<file path="src/rtl/seven_seg_scanner.sv">
// Time-multiplexed common-anode seven-segment driver with per-frame input snapshot.
// Optional hex glyphs for nibbles 10-15 when SEVSEG_HEX_EN is defined.
module seven_seg_scanner #(
    parameter int NUM_DIGITS       = 4,
    parameter int CLK_DIV          = 50000,
    parameter bit ANODE_ACTIVE_LOW = 1'b1
) (
    input  logic                    clk,
    input  logic                    rst,
    input  logic                    enable,
    input  logic [4*NUM_DIGITS-1:0] digits,
    input  logic [NUM_DIGITS-1:0]   dp,
    input  logic                    blank_lz,
    output logic [7:0]              seg,
    output logic [NUM_DIGITS-1:0]   an,
    output logic                    frame_done
);

    localparam int IDX_W = (NUM_DIGITS > 1) ? $clog2(NUM_DIGITS) : 1;
    localparam int P_W   = $clog2(CLK_DIV);
    localparam logic [IDX_W-1:0]      IDX_LAST = IDX_W'(NUM_DIGITS - 1);
    localparam logic [P_W-1:0]        P_LAST   = P_W'(CLK_DIV - 1);
    localparam logic [NUM_DIGITS-1:0] AN_OFF   = {NUM_DIGITS{ANODE_ACTIVE_LOW}};

    logic [P_W-1:0]          p_reg;
    logic [IDX_W-1:0]        idx_reg;
    logic [4*NUM_DIGITS-1:0] snap_d_reg;
    logic [NUM_DIGITS-1:0]   snap_dp_reg;
    logic                    en_d_reg;
    logic [7:0]              seg_reg, seg_next;
    logic [NUM_DIGITS-1:0]   an_reg, an_next;
    logic                    frame_done_reg;

    logic tick, wrap, start;
    logic [7:0] digit_seg [NUM_DIGITS];

    function automatic logic [6:0] decode7(input logic [3:0] n);
        case (n)
            4'h0:    decode7 = 7'b1000000;
            4'h1:    decode7 = 7'b1111001;
            4'h2:    decode7 = 7'b0100100;
            4'h3:    decode7 = 7'b0110000;
            4'h4:    decode7 = 7'b0011001;
            4'h5:    decode7 = 7'b0010010;
            4'h6:    decode7 = 7'b0000010;
            4'h7:    decode7 = 7'b1111000;
            4'h8:    decode7 = 7'b0000000;
            4'h9:    decode7 = 7'b0010000;
`ifdef SEVSEG_HEX_EN
            4'hA:    decode7 = 7'b0001000;
            4'hB:    decode7 = 7'b0000011;
            4'hC:    decode7 = 7'b1000110;
            4'hD:    decode7 = 7'b0100001;
            4'hE:    decode7 = 7'b0000110;
            4'hF:    decode7 = 7'b0001110;
`endif
            default: decode7 = 7'b1000000;
        endcase
    endfunction

    // The first enabled cycle starts a fresh frame: counters held at 0 and inputs reloaded,
    // so digit 0 gets a full CLK_DIV slot once the output stage catches up.
    assign start = enable && !en_d_reg;
    assign tick  = enable && (p_reg == P_LAST);
    assign wrap  = tick && (idx_reg == IDX_LAST);

    genvar gi;
    generate
        for (gi = 0; gi < NUM_DIGITS; gi++) begin : g_digit
            logic blank;
            if (gi == 0) begin : g_lsd
                assign blank = 1'b0;
            end else begin : g_upper
                // Blank only when this digit and everything to its left is zero
                assign blank = blank_lz && (snap_d_reg[4*NUM_DIGITS-1:4*gi] == '0);
            end
            assign digit_seg[gi] = {~snap_dp_reg[gi],
                                    blank ? 7'h7F : decode7(snap_d_reg[4*gi +: 4])};
        end
    endgenerate

    always_comb begin
        seg_next = 8'hFF;
        an_next  = AN_OFF;
        if (en_d_reg) begin
            for (int k = 0; k < NUM_DIGITS; k++) begin
                if (idx_reg == IDX_W'(k)) begin
                    seg_next   = digit_seg[k];
                    an_next[k] = ~ANODE_ACTIVE_LOW;
                end
            end
        end
    end

    always_ff @(posedge clk or posedge rst) begin
        if (rst) begin
            p_reg          <= '0;
            idx_reg        <= '0;
            snap_d_reg     <= '0;
            snap_dp_reg    <= '0;
            en_d_reg       <= 1'b0;
            seg_reg        <= 8'hFF;
            an_reg         <= AN_OFF;
            frame_done_reg <= 1'b0;
        end else begin
            en_d_reg       <= enable;
            seg_reg        <= seg_next;
            an_reg         <= an_next;
            frame_done_reg <= wrap;

            if (!enable || start) begin
                p_reg   <= '0;
                idx_reg <= '0;
            end else if (tick) begin
                p_reg   <= '0;
                idx_reg <= wrap ? '0 : idx_reg + IDX_W'(1);
            end else begin
                p_reg   <= p_reg + P_W'(1);
            end

            if (!enable || start || wrap) begin
                snap_d_reg  <= digits;
                snap_dp_reg <= dp;
            end
        end
    end

    assign seg        = seg_reg;
    assign an         = an_reg;
    assign frame_done = frame_done_reg;

endmodule

</file>
<file path="config.mk">
export PLATFORM = sky130hd
export DESIGN_NAME = seven_seg_scanner
export DESIGN_NICKNAME = d
export VERILOG_FILES = /design/src/rtl/seven_seg_scanner.sv
export SDC_FILE = /design/constraint.sdc
export NUM_CORES = 1
export LEC_CHECK = 0
export CAP_MARGIN = 40
export CORE_MARGIN = 2
export CORE_UTILIZATION = 45
export DETAILED_ROUTE_END_ITERATION = 16
export DONT_BUFFER_PORTS = 1
export HOLD_SLACK_MARGIN = 0.15
export SYNTH_ARGS = -nofsm -noshare
export SYNTH_HDL_FRONTEND = slang
export SYNTH_SLANG_ARGS = --single-unit
</file>
<file path="constraint.sdc">
create_clock -name clk -period 2.1 [get_ports clk]
set_input_delay 0.21 -clock clk [delete_from_list [all_inputs] [get_ports clk]]
set_output_delay 0.21 -clock clk [all_outputs]
set_load 0.01 [all_outputs]
</file>
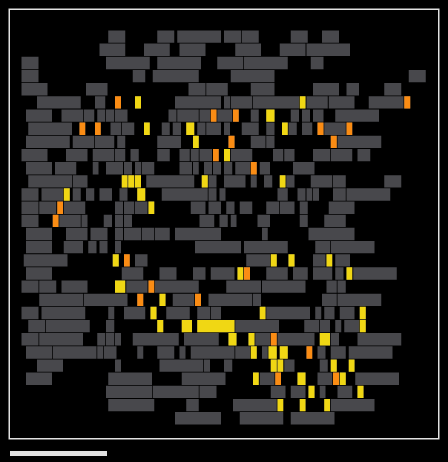
logic_types.png
Scale bar: 20 µm.
- inverters: orange (cells 23)
- NOR gates: yellow (cells 49)

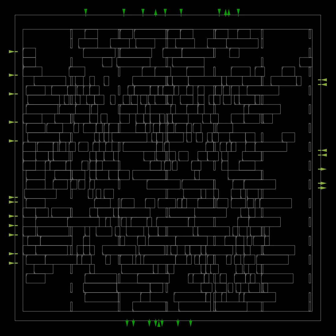
placement.png
num rows: 30
Seq/total area: 35.49%

==> reports/results.tsv <==
stage	metric	value	unit
cells_and_area	final std cells w/o fill	447	
logic_synthesis	xor/xnor share	4.092	%
detailed_routing	First-pass DRT Iterations	4	
detailed_routing	vias per inst	5.083	
clock_tree	Sink Count	52	
setup_path	WP data required	2.30	ns
logic_synthesis	Cell Type Count	47	
setup_path	R2R depth	7	
timing	fmax	513.2	MHz
power	P_clk	585	µW
logic_synthesis	number of synthesis warnings	0	
min_path	HP Class	in2reg	
setup_path	CP startpoint kind	register	
power	overall power	2074	µW
status	status	finished, final reports clean	
clock_tree	CTS Buf Count	5	
logic_synthesis	Syn Std Cell Area	3211	µm²
logic_synthesis	Top-area cell share	31.18	%
clock_tree	CTS root buffer	clkbuf_8	
power	Comb. pwr	354	µW
setup_path	Arr. time, crit path	2.15	ns
logic_synthesis	Registers, synthesis	52	
setup_path	Crit path buffers/inverters	1	
clock_tree	clock latency on the worst-skew pair	0.31	ns
detailed_routing	1st-iter DRT viols	82	
setup_path	Crit. End Element	register	
clock_tree	Worst-path clk slew	0.09	ns
die	chip area	7826	µm²
power	Flop pwr share	54.7	%
grt	first-pass GRT wire length	10490	µm
timing	Final Worst Setup Slack	0.1516	ns
placed_design	GP Congestion	0.7951	
grt	GRT Overall Usage	17.69	%
job	max-cap check violation count	0	
setup_path	crit path launch	p_reg[0]	
power	Comb power frac	17.1	%
logic_synthesis	Top FF cell, synth	dfrtp_1	
setup_path	CP max-delay cell	dfrtp_1	
die	fp util	47.00	%
placed_design	dpl cell area	3398	µm²
logic_synthesis	Yosys top cell by instances	dfrtp_1	
power	Clk pwr share	28.2	%
logic_synthesis	synth cell count leaders	40 x dfrtp_1, 38 x nor2_1, 25 x ha_1, 24 x nand2_1	
detailed_routing	Residual DRC	0	
setup_path	Top delay family on crit path	simple AND/OR/NAND/NOR gates	
timing	Rel. slew slack	70.96	%
logic_synthesis	syn nets	369	
setup_path	largest stage delay on the critical path	0.43	ns
detailed_routing	DR WL/cell	14.19	µm
grt	grt ovf	0	
logic_synthesis	post-synthesis adder-cell area fraction	9.743	%
cells_and_area	Reg area	1316	µm²
detailed_routing	WL final	6343	µm
timing	post-route minimum period	1.948	ns
timing	setup TNS	0	ns
timing	WHS	0.2253	ns
die	Die Height	88.47	µm
setup_path	CP Max Fanout	20	
clock_tree	CTS Buffer Depth	2	
detailed_routing	ANT nets after route	0	
setup_path	reg2reg setup slack	0.15	ns
power	Peak VDD IR	0.3277	mV
placed_design	pre-CTS setup slack	0.1440	ns
cells_and_area	Final #Nets	399	
placed_design	I/O Buffers	0	
timing	skew final	0.007157	ns
cells_and_area	Design Area, Final	3709	µm²
cells_and_area	Syn-to-layout area delta	15.51	%
die	I/O pin count	37	
logic_synthesis	synthesis area per yosys	3211	µm²
grt	vias in the first global route	2162	
logic_synthesis	Mean Syn Cell Area	10.03	µm²
setup_path	Critical Path Sink	snap_d_reg[12]	
logic_synthesis	aoi share	11.65	%
power	P_seq	1140	µW
power	Pwr Density	559.3	nW/µm²
clock_tree	H-tree depth	2	
logic_synthesis	Synth area leaders	dfrtp_1 31%, dfstp_2 9.8%, ha_1 9.7%, mux2_4 9.4%, nor2_1 4.4%	
die	die width	88.47	µm
power	Int Pwr	1490	µW
timing	Setup-failing EPs final	0	
cells_and_area	post-layout util	54.29	%
cells_and_area	Antenna Cells	0	
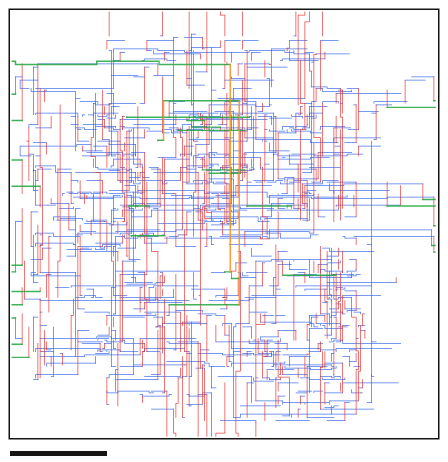
wires.png
Scale bar: 20 µm.
- metal 4: orange (wire length 93.2 µm)
- metal 1: blue (wire length 3000 µm)
- metal 3: green (wire length 227 µm)
- metal 2: red (wire length 3020 µm)

==> layer usage <==
layer	share of wire [%]	GRT usage, %
met4	1.5	5.785
met3	3.6	3.358
met5	0	0
met1	47	24.23
met2	48	28.37
==> placed cells by master, fill, tap and decap left out, types with 2 or more instances in the layout <==
cell type	instances
clkbuf_8	5
buf_4	13
nand2_1	24
mux2_2	2
dfstp_2	12
mux2_4	20
nand3b_1	2
a21oi_1	15
xor2_1	5
xnor2_1	10
nor2_1	38
a31oi_1	3
nor3_1	7
o2111ai_1	3
ha_1	25
inv_1	22
dfrtp_1	40
nand3_1	9
buf_12	3
nand2b_1	8
mux2i_1	6
o21ai_0	23
o211ai_1	5
dlygate4sd3_1	22
and3_1	2
==> area by class of cell <==
type                    count  share of cell area [%]
clock inverters             3                  0.5735
clock buffers               5                   1.856
repair buffers             38                   10.19
inverters                  23                   2.328
flip-flops and latches     52                   35.49
multi-input cells         230                   46.32
well taps                  96                   3.239
==> worst min-delay path by stage <==
stage          startpoint              to  slack [ns]  depth (start not counted)
2_1_floorplan      enable        en_d_reg        0.24                          0
3_3_place_gp          rst  snap_d_reg[14]        0.17                          2
3_5_place_dp          rst  snap_d_reg[14]        0.16                          2
4_1_cts          blank_lz          seg[1]        0.21                          4
5_1_grt          blank_lz          seg[1]        0.24                          4
6_report         blank_lz          seg[1]        0.23                          4
==> logic make-up (layout without fill, tap and decap cells) <==
family | after synthesis | in the layout
xor gates and xnor gates | 15 | 15
muxes | 28 | 28
and+or+nand+nor | 103 | 103
buffers and inverters | 38 | 69
adders and majority gates | 25 | 25
AOI/OAI and AO/OA | 59 | 59
DFF | 52 | 52
==> timing repair <==
item,in CTS,in global routing
setup buffers,0,0
hold endpoints to repair,76,0
gates resized,0,0
endpoints found under the setup margin,0,2
hold buffers,22,0
No activity file was given, so power comes from the tool's default toggle rates.
